### config.mk
export PLATFORM = sky130hd
export DESIGN_NAME = hub75_scan_driver
export DESIGN_NICKNAME = d
export VERILOG_FILES = /design/src/rtl/led_panel_pkg.sv /design/src/rtl/bcm_plane_timer.sv /design/src/rtl/hub75_scan_driver.sv
export SDC_FILE = /design/constraint.sdc
export NUM_CORES = 1
export LEC_CHECK = 0
export ABC_AREA = 1
export CORE_MARGIN = 2
export CORE_UTILIZATION = 46
export CTS_BUF_LIST = sky130_fd_sc_hd__clkbuf_16
export CTS_CLUSTER_DIAMETER = 50
export DETAILED_ROUTE_END_ITERATION = 6
export MAX_ROUTING_LAYER = met4
export PLACE_DENSITY = 0.75
export SLEW_MARGIN = 20
export SYNTH_ARGS = -nofsm -noshare
export SYNTH_HDL_FRONTEND = slang
export SYNTH_SLANG_ARGS = --single-unit
### constraint.sdc
create_clock -name clk -period 2.2 [get_ports clk]
set_input_delay 0.44 -clock clk [delete_from_list [all_inputs] [get_ports clk]]
set_output_delay 0.44 -clock clk [all_outputs]
set_load 0.03 [all_outputs]
### src/rtl/led_panel_pkg.sv
// Shared types and constants for the HUB75 LED panel scan driver.
// Address layout is {pad, row[4:0], col[5:0]}.
package led_panel_pkg;

  localparam int PANEL_COLS = 64;
  localparam int PANEL_ROWS = 32;
  localparam int SCAN_ROWS  = 16;

  localparam int ADDR_W  = 12;
  localparam int COL_LSB = 0;
  localparam int COL_W   = 6;
  localparam int ROW_LSB = 6;
  localparam int ROW_W   = 5;
  localparam int PAD_BIT = 11;

  typedef enum logic [2:0] {
    FETCH_TOP,
    FETCH_BOT,
    SETUP,
    CLK_HIGH,
    LATCH,
    DISPLAY
  } scan_state_e;

  function automatic logic [ADDR_W-1:0] make_addr(
    input logic [ROW_W-1:0] row,
    input logic [COL_W-1:0] col
  );
    logic [ADDR_W-1:0] a;
    a = '0;
    a[ROW_LSB +: ROW_W] = row;
    a[COL_LSB +: COL_W] = col;
    a[PAD_BIT] = 1'b0;
    return a;
  endfunction

  // Pick bit idx of each 8-bit channel, returned as {R, G, B}.
  function automatic logic [2:0] plane_rgb(
    input logic [23:0] px,
    input logic [2:0]  idx
  );
    logic [23:0] s;
    s = px >> idx;
    return {s[16], s[8], s[0]};
  endfunction

endpackage

### src/rtl/bcm_plane_timer.sv
// Binary-code-modulation display timer: loads a tick count and
// raises done on the last cycle of the countdown.
module bcm_plane_timer #(
  parameter int TW = 10
) (
  input  logic          clk,
  input  logic          rst,
  input  logic          load_i,
  input  logic [TW-1:0] ticks_i,
  output logic          done_o
);

  logic [TW-1:0] cnt_q, cnt_d;

  always_comb begin
    cnt_d = cnt_q;
    if (load_i) begin
      cnt_d = ticks_i;
    end else if (cnt_q != '0) begin
      cnt_d = cnt_q - 1'b1;
    end
  end

  always_ff @(posedge clk or posedge rst) begin
    if (rst) begin
      cnt_q <= '0;
    end else begin
      cnt_q <= cnt_d;
    end
  end

  assign done_o = (cnt_q == TW'(1));

endmodule

### src/rtl/hub75_scan_driver.sv
// HUB75 1/16-scan driver for a 64x32 panel with per-row
// binary-code-modulation bitplanes.
module hub75_scan_driver
  import led_panel_pkg::*;
#(
  parameter int CLK_HALF   = 2,
  parameter int LAT_CYCLES = 2,
  parameter int BASE_TICKS = 64,
  parameter int PWM_BITS   = 4
) (
  input  logic        clk,
  input  logic        rst,
  output logic [11:0] pixel_addr,
  input  logic [23:0] pixel_data,
  output logic        r0,
  output logic        g0,
  output logic        b0,
  output logic        r1,
  output logic        g1,
  output logic        b1,
  output logic [3:0]  row_sel,
  output logic        panel_clk,
  output logic        lat,
  output logic        oe_n,
  output logic        frame_start
);

  localparam int PW = (PWM_BITS > 1) ? $clog2(PWM_BITS) : 1;
  localparam int TW = $clog2((BASE_TICKS << (PWM_BITS - 1)) + 1);
  localparam int PH_MAX = (CLK_HALF > LAT_CYCLES) ? CLK_HALF : LAT_CYCLES;
  localparam int CW = (PH_MAX > 1) ? $clog2(PH_MAX) : 1;
  localparam int RW = $clog2(SCAN_ROWS);

  localparam logic [CW-1:0]    HALF_LAST = CW'(CLK_HALF - 1);
  localparam logic [CW-1:0]    LAT_LAST  = CW'(LAT_CYCLES - 1);
  localparam logic [PW-1:0]    P_LAST    = PW'(PWM_BITS - 1);
  localparam logic [2:0]       IDX_BASE  = 3'(8 - PWM_BITS);
  localparam logic [COL_W-1:0] COL_LAST  = COL_W'(PANEL_COLS - 1);
  localparam logic [ROW_W-1:0] BOT_OFS   = ROW_W'(PANEL_ROWS / 2);

  scan_state_e       state_q, state_d;
  logic [COL_W-1:0]  col_q, col_d;
  logic [RW-1:0]     row_q, row_d;
  logic [PW-1:0]     plane_q, plane_d;
  logic [CW-1:0]     ph_q, ph_d;
  logic [2:0]        top_q, top_d;
  logic [5:0]        rgb_q, rgb_d;
  logic [RW-1:0]     row_sel_q, row_sel_d;
  logic [ADDR_W-1:0] addr_q, addr_d;

  logic [ADDR_W-1:0] addr_top, addr_bot, addr_c;
  logic [2:0]        bit_idx;
  logic [TW-1:0]     ticks;
  logic              tmr_load;
  logic              tmr_done;

  assign bit_idx  = IDX_BASE + 3'(plane_q);
  assign ticks    = TW'(BASE_TICKS) << plane_q;
  assign addr_top = make_addr(ROW_W'(row_q), col_q);
  assign addr_bot = make_addr(ROW_W'(row_q) + BOT_OFS, col_q);

  bcm_plane_timer #(
    .TW(TW)
  ) u_timer (
    .clk    (clk),
    .rst    (rst),
    .load_i (tmr_load),
    .ticks_i(ticks),
    .done_o (tmr_done)
  );

  always_comb begin
    state_d   = state_q;
    col_d     = col_q;
    row_d     = row_q;
    plane_d   = plane_q;
    ph_d      = ph_q;
    top_d     = top_q;
    rgb_d     = rgb_q;
    row_sel_d = row_sel_q;
    addr_c    = addr_q;
    tmr_load  = 1'b0;
    unique case (state_q)
      FETCH_TOP: begin
        addr_c  = addr_top;
        state_d = FETCH_BOT;
      end
      FETCH_BOT: begin
        addr_c  = addr_bot;
        top_d   = plane_rgb(pixel_data, bit_idx);
        ph_d    = '0;
        state_d = SETUP;
      end
      SETUP: begin
        // Lower pixel arrives one cycle after its address.
        if (ph_q == '0) begin
          rgb_d = {top_q, plane_rgb(pixel_data, bit_idx)};
        end
        if (ph_q == HALF_LAST) begin
          ph_d    = '0;
          state_d = CLK_HIGH;
        end else begin
          ph_d = ph_q + 1'b1;
        end
      end
      CLK_HIGH: begin
        if (ph_q == HALF_LAST) begin
          ph_d  = '0;
          col_d = col_q + 1'b1;
          if (col_q == COL_LAST) begin
            row_sel_d = row_q;
            state_d   = LATCH;
          end else begin
            state_d = FETCH_TOP;
          end
        end else begin
          ph_d = ph_q + 1'b1;
        end
      end
      LATCH: begin
        if (ph_q == LAT_LAST) begin
          tmr_load = 1'b1;
          state_d  = DISPLAY;
        end else begin
          ph_d = ph_q + 1'b1;
        end
      end
      DISPLAY: begin
        if (tmr_done) begin
          state_d = FETCH_TOP;
          if (plane_q == P_LAST) begin
            plane_d = '0;
            row_d   = row_q + 1'b1;
          end else begin
            plane_d = plane_q + 1'b1;
          end
        end
      end
      default: state_d = FETCH_TOP;
    endcase
    addr_d = addr_c;
  end

  always_ff @(posedge clk or posedge rst) begin
    if (rst) begin
      state_q   <= FETCH_TOP;
      col_q     <= '0;
      row_q     <= '0;
      plane_q   <= '0;
      ph_q      <= '0;
      top_q     <= '0;
      rgb_q     <= '0;
      row_sel_q <= '0;
      addr_q    <= '0;
    end else begin
      state_q   <= state_d;
      col_q     <= col_d;
      row_q     <= row_d;
      plane_q   <= plane_d;
      ph_q      <= ph_d;
      top_q     <= top_d;
      rgb_q     <= rgb_d;
      row_sel_q <= row_sel_d;
      addr_q    <= addr_d;
    end
  end

  assign pixel_addr = addr_c;
  assign {r0, g0, b0, r1, g1, b1} = rgb_q;
  assign row_sel   = row_sel_q;
  assign panel_clk = (state_q == CLK_HIGH);
  assign lat       = (state_q == LATCH);
  assign oe_n      = (state_q != DISPLAY);
  assign frame_start = !rst && (state_q == FETCH_TOP) &&
                       (row_q == '0) && (plane_q == '0) &&
                       (col_q == '0);

endmodule

==> run_1/registers.png <==
Drawn at 4 px/um. Other sequential cells in the stronger gray, the rest of the logic in the fainter gray.
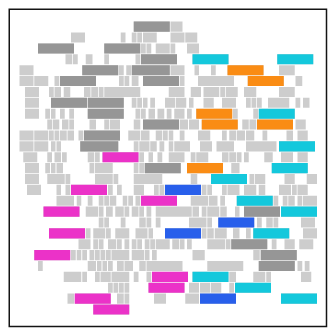
[col_q] orange | flops: 6
[u_timer.cnt_q] magenta | flops: 10
[addr_q] cyan | flops: 12
[row_q] blue | flops: 4
not colored: 19

==> run_1/port_nets.png <==
Drawn at 6 px/um.
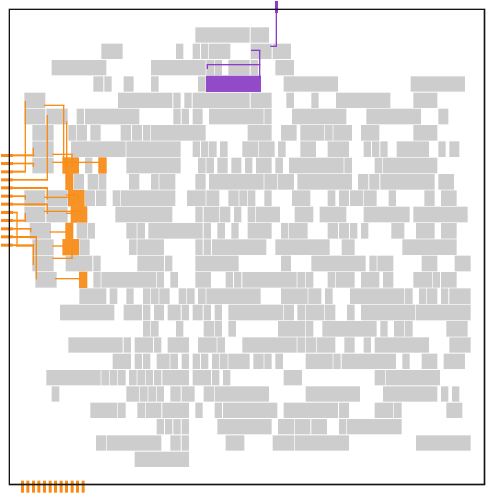
[pixel_data] orange | direction: input | edge: 12 bottom, 12 left | end cells: 12 | buffers: 12 | wire: 155 um
[b0] purple | direction: output | edge: top | end cells: 1 | buffers: 1 | wire: 22.1 um

==> notes.org, run 1 <==
#+TITLE: Synthesis and PnR summary

** Worst setup path
- Critical path class :: register to primary output
- The number of buffers and inverters on the critical path is 2.
- For flop-to-flop paths, the worst setup slack is 600 ps.
- OpenSTA lists the critical path startpoint as plane_q[1]$_DFFE_PP0P_.
- STA classifies the critical path startpoint as a register.
- The most critical setup path has its endpoint at frame_start.
- Number of cells on the worst reg-to-reg path :: 6
- Endpoint type of the worst setup path :: primary output
- Critical register-to-register path endpoint :: u_timer.cnt_q[5]$_DFFE_PP0P_
- Looking at the critical path, the single cell with the biggest stage delay is sky130_fd_sc_hd__dfrtp_2.

** Power
- Maximum vdd drop :: 0.3788 mV
- The power report puts the leakage power at 1.671 nW.
- Power of the clock network :: 0.000762 W
- The final power report lists total power as 0.001792 W.
- In the power breakdown, the internal column shows 0.001404 W.
- The power report attributes to the sequential group a share of 0.530.
- Logic gate share of total power :: 0.044

** Die
- In this run the vertical extent of the chip is 78.97 um.
- Number of I/O pins :: 52
- In the floorplan report the effective utilization is 0.4723.
- Width of the die :: 78.97 um
- The overall die size recorded for this design is 6235 sq um.
- Total number of placement rows :: 27

** Synth
- Number of storage elements in the synthesis netlist :: 51
- Share of synthesized cell area in and-or and or-and compound cells :: 0.07067
- Mapped Avg Cell Area :: 8.503 sq um
- Largest combinational cell category by area :: simple AND/OR/NAND/NOR gates
- Area fraction in full adders, half adders and majority gates :: 0.04840
- The synthesis report names the predominant flop master as sky130_fd_sc_hd__dfrtp_1.
- Proportion of register bits with asynchronous set or reset after synthesis :: 1.000
- Chip area estimate from yosys synthesis :: 2585 sq um
- Yosys top cell by area :: sky130_fd_sc_hd__dfrtp_1
- Ranked by instance count, the synthesized netlist is headed by 85 x sky130_fd_sc_hd__nand2_1, 51 x sky130_fd_sc_hd__dfrtp_1, 32 x sky130_fd_sc_hd__nor2_1.
- The cell-mix breakdown from Yosys lists the XOR/XNOR area share as 0.03388.
- Most frequently used cell type in the post-synthesis netlist :: sky130_fd_sc_hd__nand2_1
- Of the total synthesized cell area, the portion taken by AND, OR, NAND and NOR gates is 0.2832.
- Post-synth seq share :: 0.4937
- The mapped netlist covers 2585 sq um.
- Multiplexer share of the synthesized area :: 0.008712
- After synthesis, the design contains 304 cells according to Yosys.

** GRT
- The first global-routing pass estimated 9.045 mm of wire.
- Sum of overflow across all layers after global routing :: 0
- Entering global routing, the biggest net connects 52 pins.
- Met2 layer usage reported by global route :: 0.3161
- For this run, global-route usage on met1 was measured as 0.2349.

** Finish
- Comb. cell area :: 1184 sq um
- Multi-Input Combinational :: 215
- After layout, the clock buffer instance count stands at 5.
- Seq area share :: 0.3923
- The area taken by sequential standard cells is reported as 1279 sq um.
- Biggest regs :: addr_q x12, u_timer.cnt_q x10
- The register with the most flip-flops in the layout has 12 of them.
- 0 antenna diodes ended up in the layout.
- Syn-to-layout area delta :: 26.09%
- Top logic cells by instance count in the layout :: 85 x sky130_fd_sc_hd__nand2_1, 49 x sky130_fd_sc_hd__dfrtp_1, 32 x sky130_fd_sc_hd__nor2_1

** Clock tree
- Number of H-tree branching levels :: 2
- Looking at the worst setup and hold paths, the clock pins of their registers show a slew of 70 ps.
- TritonCTS built the clock tree.
- The clock net in this run drives a total of 51 sinks.
- Longest Clk Path Bufs :: 2
- The number of setup buffers added after CTS is 0.
- The CTS report gives the tree buffer count as 5.
- Number of buffers added to fix hold violations after cts :: 0

** Run
- The stage logs contain a warning count of 45.

** Drt
- Iter 0 DRT Violations :: 88
- WL met1 :: 2.353 mm
- Via count :: 2,080
- The highest metal layer carrying signal wires in the routed design is met4.
- Post-route ant nets :: 0
- For this run, the detailed router reports a per-instance via density of 4.860.

** Hold path
- The startpoint identified for the worst hold timing path is addr_q[10]$_DFF_PP0_.
- Path type of the worst min-delay path :: register to register
- Along the worst hold path, the cell count comes to 2.

** Final timing
- For the pin with the worst max-slew slack, the measured transition is 640.1 ps.
- The final timing report derives a shortest allowable period of 2109 ps.
- Highest clock rate :: 474.3 MHz
- Least setup slack across all paths after layout :: 91.44 ps
- Final Hold Violating Endpoints :: 0
- On the final layout, the worst hold slack is 467.8 ps.
- Relative slew slack :: 0.5733
- In the final timing run, aggregate negative setup slack is 0 ps.
- Post-route period utilization is reported as 0.9584.

** Run status
- The run finished with clean final reports.

** Place
- The final weighted congestion recorded by global placement is 0.8664.
- Post-place instance area :: 3100 sq um
- IO Port Bufs :: 39
- Post-DP HPWL :: 3.807 mm
==> run_1/final_placement.png <==
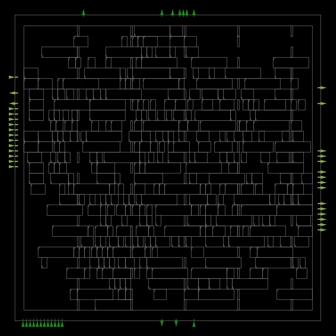
tap cells: 72
core region area: 5473 sq um
sequential cell count of the final layout: 51
final core occ: 0.5956

==> run_1/clock_map.png <==
Drawn at 4 px/um.
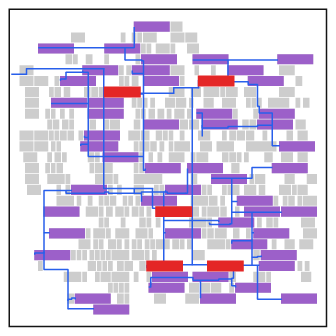
[flip-flops] purple | count: 51
[clock wires] blue | length: 627 um
[cells driving clock nets] red | count: 5
flops lie: spread over the die

==> run_1/cell_classes.png <==
Drawn at 4 px/um.
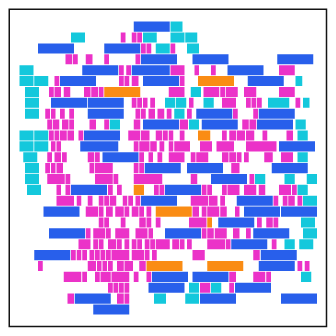

==> run 2, diff against run 1 <==
--- a/config.mk
+++ b/config.mk
@@ -6,7 +6,6 @@
 export NUM_CORES = 1
 export LEC_CHECK = 0
 export ABC_AREA = 1
-export CORE_MARGIN = 2
 export CORE_UTILIZATION = 46
 export CTS_BUF_LIST = sky130_fd_sc_hd__clkbuf_16
 export CTS_CLUSTER_DIAMETER = 50
==> run_2/cell_classes.png <==
Drawn at 4 px/um.
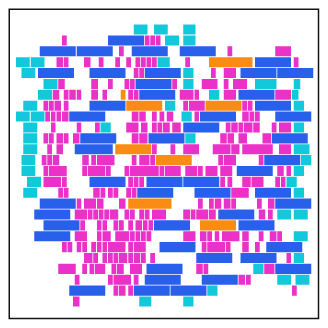
[all other logic] magenta | cells: 249
[flip-flops] blue | cells: 51
[other buffers and delay cells] cyan | cells: 48
[clock drivers and dummy loads] orange | cells: 8

==> run_2/registers.png <==
Drawn at 4 px/um. Other sequential cells in the stronger gray, the rest of the logic in the fainter gray.
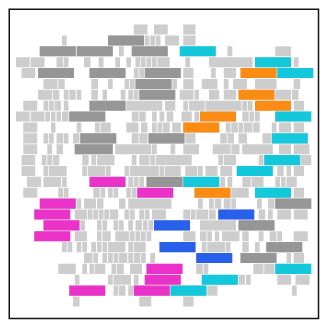
[col_q] orange | flops: 6
[addr_q] cyan | flops: 12
[row_q] blue | flops: 4 | where: bottom center
[u_timer.cnt_q] magenta | flops: 10

==> run 2 against run 1 <==
Against the previous run: total power rose by 11%; clock skew fell by 3.3 ps; highest routed layer unchanged; non-clock buffer count did not move; die size fell by 5.0%; global-route usage rose by 0.65 points; cell count fell by 0.47%; fmax rose by 0.12%; hold slack improved by 4.1 ps; sequential share of layout area fell by 0.51 points; setup slack improved by 2.6 ps; final area rose by 1.2%.
==> notes.org, run 2 <==
#+TITLE: Synthesis and PnR summary

** Power
- The clock distribution power came to 0.000962 W (+26%).
- The reported leakage power was 1.695 nW (+1.5%).
- Sequential fraction of design power :: 0.477 (-0.053)
- Total power :: 0.001992 W (+11%)
- The internal cell power is 0.001629 W (+16%).
- The maximum resistive drop on vdd came to 0.2883 mV (-24%).

** Final timing
- The number of hold violations in the final report is 0 (unchanged).
- The clock period minus final worst setup slack is 2106 ps (-2.582 ps).
- The tightest hold margin is 472.0 ps (+4.125 ps).
- The pin slew with the least headroom to its limit is 633.0 ps (-7.035 ps).
- Highest clock rate :: 474.8 MHz (+0.12%)
- Relative slew slack :: 0.5780 (+0.004690)
- Crit share post-route :: 0.9573 (-0.001174)

** Synth
- The synthesized-area fraction occupied by and/or/nand/nor cells came to 0.2832 (unchanged).
- Most used flip-flop cell after synthesis :: sky130_fd_sc_hd__dfrtp_1
- The fraction of registers with async set/reset is 1.000 (unchanged).
- The post-synthesis adder-cell area fraction was 0.04840 (unchanged).
- The mean area per synthesized cell is 8.503 sq um (unchanged).
- Gate Count Post-Synth :: 304
- Post-synth seq share :: 0.4937 (unchanged)
- The post-synthesis cell count from yosys came to 304 (unchanged).
- Number of storage elements in the synthesis netlist :: 51 (unchanged)
- Post-synth design cell area :: 2585 sq um (unchanged)
- Synthesized net count :: 340
- Xor-xnor portion of the synthesized cell area :: 0.03388 (unchanged)
- Multiplexer share of the synthesized area :: 0.008712 (unchanged)
- Most frequently used cell type in the post-synthesis netlist :: sky130_fd_sc_hd__nand2_1
- For reference, the top cells by count after synthesis are 85 x sky130_fd_sc_hd__nand2_1, 51 x sky130_fd_sc_hd__dfrtp_1, 32 x sky130_fd_sc_hd__nor2_1.
- By area, the combinational part of the netlist is dominated by simple AND/OR/NAND/NOR gates.
- Yosys top cell by area :: sky130_fd_sc_hd__dfrtp_1

** Place
- The number of I/O port buffers was 39 (unchanged).
- Post-place instance area :: 3098 sq um (about the same)
- Post-DP HPWL :: 3.729 mm (-2.1%)
- The global placement routability congestion is 0.8490 (-2.0%).

** Finish
- Number of flip-flops under the largest register name :: 12 (unchanged)
- The clock buffer count in the final layout was 5 (unchanged).
- Biggest regs :: addr_q x12, u_timer.cnt_q x10
- Final core occ :: 0.6261 (+0.03050)
- FF/Latch Area :: 1277 sq um (about the same)
- Seq area share :: 0.3872 (-0.005139)
- The count of multi-input combinational gates was 215 (unchanged).
- The flop count was 51 (unchanged).
- Top logic cells by instance count in the layout :: 85 x sky130_fd_sc_hd__nand2_1, 50 x sky130_fd_sc_hd__dfrtp_1, 32 x sky130_fd_sc_hd__nor2_1
- Comb. cell area :: 1180 sq um (-0.32%)
- The antenna diode count is 0 (unchanged).

** Worst setup path
- First element of the critical path :: plane_q[1]$_DFFE_PP0P_
- STA lists the endpoint of the worst register-to-register path as u_timer.cnt_q[5]$_DFFE_PP0P_.
- Critical path class :: register to primary output
- Endpoint type of the worst setup path :: primary output
- The slack of the worst reg-to-reg path was 570 ps (-30 ps).
- Critical path destination :: frame_start
- Cell with the biggest individual delay on the critical path :: sky130_fd_sc_hd__dfrtp_2
- Number of cells on the worst reg-to-reg path :: 6 (unchanged)

** Run
- The stage-log warning count is 45 (unchanged).

** Hold path
- The worst hold path begins at addr_q[10]$_DFF_PP0_.
- The most critical min-delay path falls under register to register.
- The depth of the worst hold-timing path was 2 (unchanged).

** Clock tree
- The number of buffers added by the clock tree synthesis step is 5 (unchanged).
- The post-cts hold-fix buffer tally came to 0 (unchanged).
- Number of H-tree branching levels :: 2 (unchanged)
- Post-CTS clock slew at the launch and capture registers of the worst setup and hold paths :: 60 ps (about the same)
- Buffers inserted by post-CTS timing repair :: 0 (unchanged)
- Sinks on Clock Net :: 51 (unchanged)

** Die
- Die Area :: 5924 sq um (-5.0%)
- Tap cells :: 70 (-2.8%)
- Height of the die :: 76.97 um (-2.5%)
- The area of the core region was 5270 sq um (-3.7%).
- The starting density of the core is 0.4905 (+0.01817).
- Width of the die :: 76.97 um (-2.5%)
- Number of I/O pins :: 52 (unchanged)
- Total number of placement rows :: 26 (-3.7%)

** Drt
- Post-detailed-route via-to-cell ratio :: 4.955 (+2.0%)
- The met1 wire length is 2.310 mm (-1.8%).
- The number of vias in the routed layout was 2,111 (+1.5%).
- The iteration-0 DRC count of the detailed router is 83 (-5.7%).
- Uppermost layer routed :: met4

** GRT
- The first-pass GRT wire length came to 9.039 mm (about the same).
- Met1 global-route usage :: 0.2418 (+0.006831)
- Sum of overflow across all layers after global routing :: 0 (unchanged)
- Met2 layer usage reported by global route :: 0.3277 (+0.01158)
- The maximum number of pins on one net before global-route repair is 52 (unchanged).

** Run status
- The run finished with clean final reports.
==> run_2/port_nets.png <==
Drawn at 6 px/um.
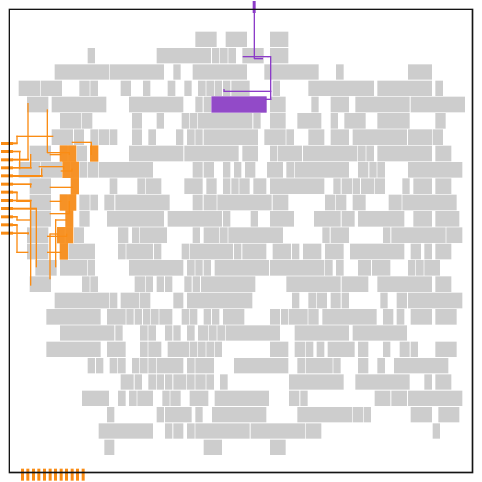
[b0] purple | direction: output | edge: top | end cells: 1 | buffers: 1 | wire: 29.9 um
[pixel_data] orange | direction: input | edge: 12 bottom, 12 left | end cells: 12 | buffers: 12 | wire: 147 um

==> run 3, diff against run 2 <==
--- a/config.mk
+++ b/config.mk
@@ -6,12 +6,14 @@
 export NUM_CORES = 1
 export LEC_CHECK = 0
 export ABC_AREA = 1
-export CORE_UTILIZATION = 46
+export CORE_UTILIZATION = 55
 export CTS_BUF_LIST = sky130_fd_sc_hd__clkbuf_16
 export CTS_CLUSTER_DIAMETER = 50
+export CTS_CLUSTER_SIZE = 40
 export DETAILED_ROUTE_END_ITERATION = 6
+export DONT_BUFFER_PORTS = 1
 export MAX_ROUTING_LAYER = met4
-export PLACE_DENSITY = 0.75
+export PLACE_DENSITY = 0.73
 export SLEW_MARGIN = 20
 export SYNTH_ARGS = -nofsm -noshare
 export SYNTH_HDL_FRONTEND = slang
==> run 3 against run 2 <==
Against the previous run: die size is 16% lower; critical path depth stayed put; sequential cell count stayed put; first-iteration DRC count is 55% higher; fmax hardly changed; total power is 13% lower; synthesized cell count stayed put; cell count is 11% lower; setup slack worse by 0.73 ps; largest cell class unchanged; non-clock buffer count is 30 lower.
==> notes.org, run 3 <==
#+TITLE: Synthesis and PnR summary

** Finish
- FF/Latch Area :: 1280 sq um (+0.20%)
- The multi-input gate area in the final layout is 1192 sq um (+1.1%).
- The register share of the cell area came to 0.4337 (+0.04647).
- The top cell types in the final layout, fill and taps aside, are 84 x sky130_fd_sc_hd__nand2_1, 48 x sky130_fd_sc_hd__dfrtp_1, 32 x sky130_fd_sc_hd__nor2_1.
- The clock buffer count in the final layout was 5 (unchanged).
- The antenna diode count came to 0 (unchanged).
- The class occupying the most area after layout is reported as flip-flops and latches.
- The count of multi-input combinational gates was 216 (+0.47%).
- Biggest regs :: addr_q x12, u_timer.cnt_q x10
- The number of flip-flops under the largest register name is 12 (unchanged).
- Final core occ :: 0.6641 (+0.03807)

** Worst setup path
- Worst reg-to-reg setup slack :: 560 ps (about the same)
- OpenSTA lists the critical path startpoint as state_q[0]$_DFFE_PP0P_.
- For this design, the slowest cell found on the critical path is sky130_fd_sc_hd__dfrtp_2.
- Critical register-to-register path endpoint :: row_q[0]$_DFFE_PP0P_
- STA classifies the critical path endpoint as a primary output.
- Critical path destination :: pixel_addr[6]
- In the setup report, the worst path falls into the class register to primary output.
- The number of cell instances on the worst register-to-register path came to 5 (-1).

** GRT
- The via count of the first global-routing pass came to 1,922.
- Sum of overflow across all layers after global routing :: 0 (unchanged)
- The met2 capacity usage during global routing came to 0.3830 (+0.05528).
- Wire length of the first global-routing pass :: 8.631 mm (-4.5%)
- Pin count of the biggest net entering global routing :: 52 (unchanged)
- The initial antenna violation count was 0.
- The fraction of met1 tracks used by global routing was 0.2916 (+0.04981).

** Place
- Post-DP HPWL :: 3.537 mm (-5.2%)
- The post-detailed-placement cell area is 2748 sq um (-11%).
- The global placement routability congestion came to 0.8365 (-1.5%).
- IO Port Bufs :: 0 (-100%)

** Synth
- Post-synth design cell area :: 2585 sq um (unchanged)
- After synthesis, the most frequently instantiated cells are 85 x sky130_fd_sc_hd__nand2_1, 51 x sky130_fd_sc_hd__dfrtp_1, 32 x sky130_fd_sc_hd__nor2_1.
- Proportion of register bits with asynchronous set or reset after synthesis :: 1.000 (unchanged)
- Cell count listed in synth_stat.txt :: 304 (unchanged)
- The xor/xnor cell area share of the yosys netlist is 0.03388 (unchanged).
- Of the post-synthesis cell area, the dominant cell type holds 0.4937.
- The post-synthesis adder-cell area fraction came to 0.04840 (unchanged).
- In the post-synthesis netlist, the cell with the most instances is sky130_fd_sc_hd__nand2_1.
- The floorplan net count came to 340 (unchanged).
- Most used flip-flop cell after synthesis :: sky130_fd_sc_hd__dfrtp_1
- The biggest area contributor in the post-synthesis netlist is sky130_fd_sc_hd__dfrtp_1.
- The instance tally after logic synthesis is 304 (unchanged).
- The register share after synthesis is 0.4937 (unchanged).
- Number of storage elements in the synthesis netlist :: 51 (unchanged)

** Final timing
- Relative slew slack :: 0.5856 (+0.007636)
- Hold_ws :: 253.0 ps (-219.0 ps)
- Final Hold Violating Endpoints :: 0 (unchanged)
- Highest clock rate :: 474.7 MHz (about the same)
- The clock period minus final worst setup slack is 2107 ps (+0.7272 ps).

** Die
- Tap cells :: 52 (-26%)
- Core region area :: 4444 sq um (-16%)
- The vertical die size was 70.56 um (-8.3%).
- The number of placement rows came to 24 (-7.7%).
- Number of I/O pins :: 52 (unchanged)
- Die Area :: 4978 sq um (-16%)
- The die width came to 70.56 um (-8.3%).
- Initial Utilization :: 0.5816 (+0.09114)

** Drt
- WL met1 :: 2.303 mm (-0.30%)
- Iter 0 DRT Violations :: 129 (+55%)
- The number of vias in the routed layout came to 1,971 (-6.6%).
- In this run the top signal layer used is met4.
- Post-detailed-route via-to-cell ratio :: 5.214 (+5.2%)

** Clock tree
- The post-cts hold-fix buffer tally was 0 (unchanged).
- The clock sink total was 51 (unchanged).
- Post-CTS clock slew at the launch and capture registers of the worst setup and hold paths :: 60 ps (about the same)
- The setup fix buffers added after clock tree synthesis is 0 (unchanged).
- The number of buffers added by the clock tree synthesis step is 5 (unchanged).
- Number of H-tree branching levels :: 2 (unchanged)

** Run status
- Outcome :: completed

** Power
- The internal cell power came to 0.001368 W (-16%).
- The script computed a power per unit cell area of 586.5 nW/um^2.
- Sequential fraction of design power :: 0.556 (+0.079)
- The maximum resistive drop on vdd is 0.5352 mV (+86%).
- The power report attributes to the clock group a share of 0.425.
- Total power :: 0.001731 W (-13%)
- The reported leakage power came to 1.542 nW (-9.1%).
- The clock distribution power came to 0.000735 W (-24%).
- Power in sequential cells :: 0.000963 W
==> run_3/cell_classes.png <==
Drawn at 4 px/um.
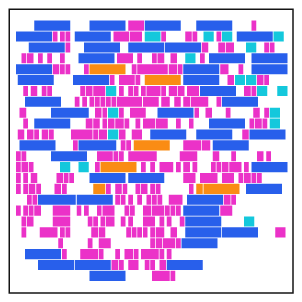
[other buffers and delay cells] cyan | cells: 18
[clock drivers and dummy loads] orange | cells: 7
[flip-flops] blue | cells: 51
[all other logic] magenta | cells: 250

==> run_3/port_nets.png <==
Drawn at 6 px/um.
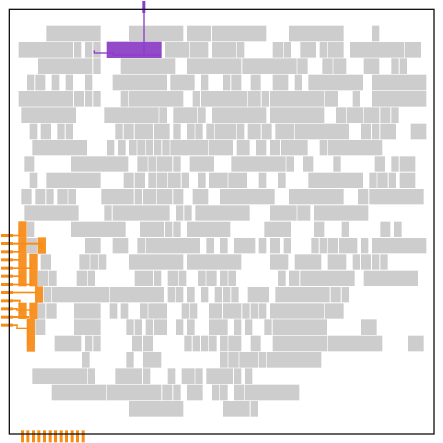
[pixel_data] orange | direction: input | edge: 12 bottom, 12 left | end cells: 12 | buffers: 0 | wire: 42.9 um
[b0] purple | direction: output | edge: top | end cells: 1 | buffers: 0 | wire: 19.0 um

==> run_3/clock_map.png <==
Drawn at 4 px/um.
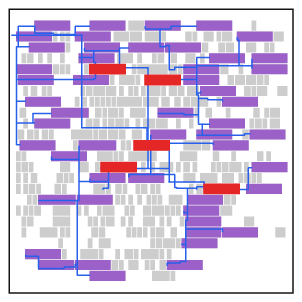
[cells driving clock nets] red | count: 5
[clock wires] blue | length: 573 um
[flip-flops] purple | count: 51
routed clock nets: 6

Power figures rest on the tool's default switching activity, not on a simulated workload.
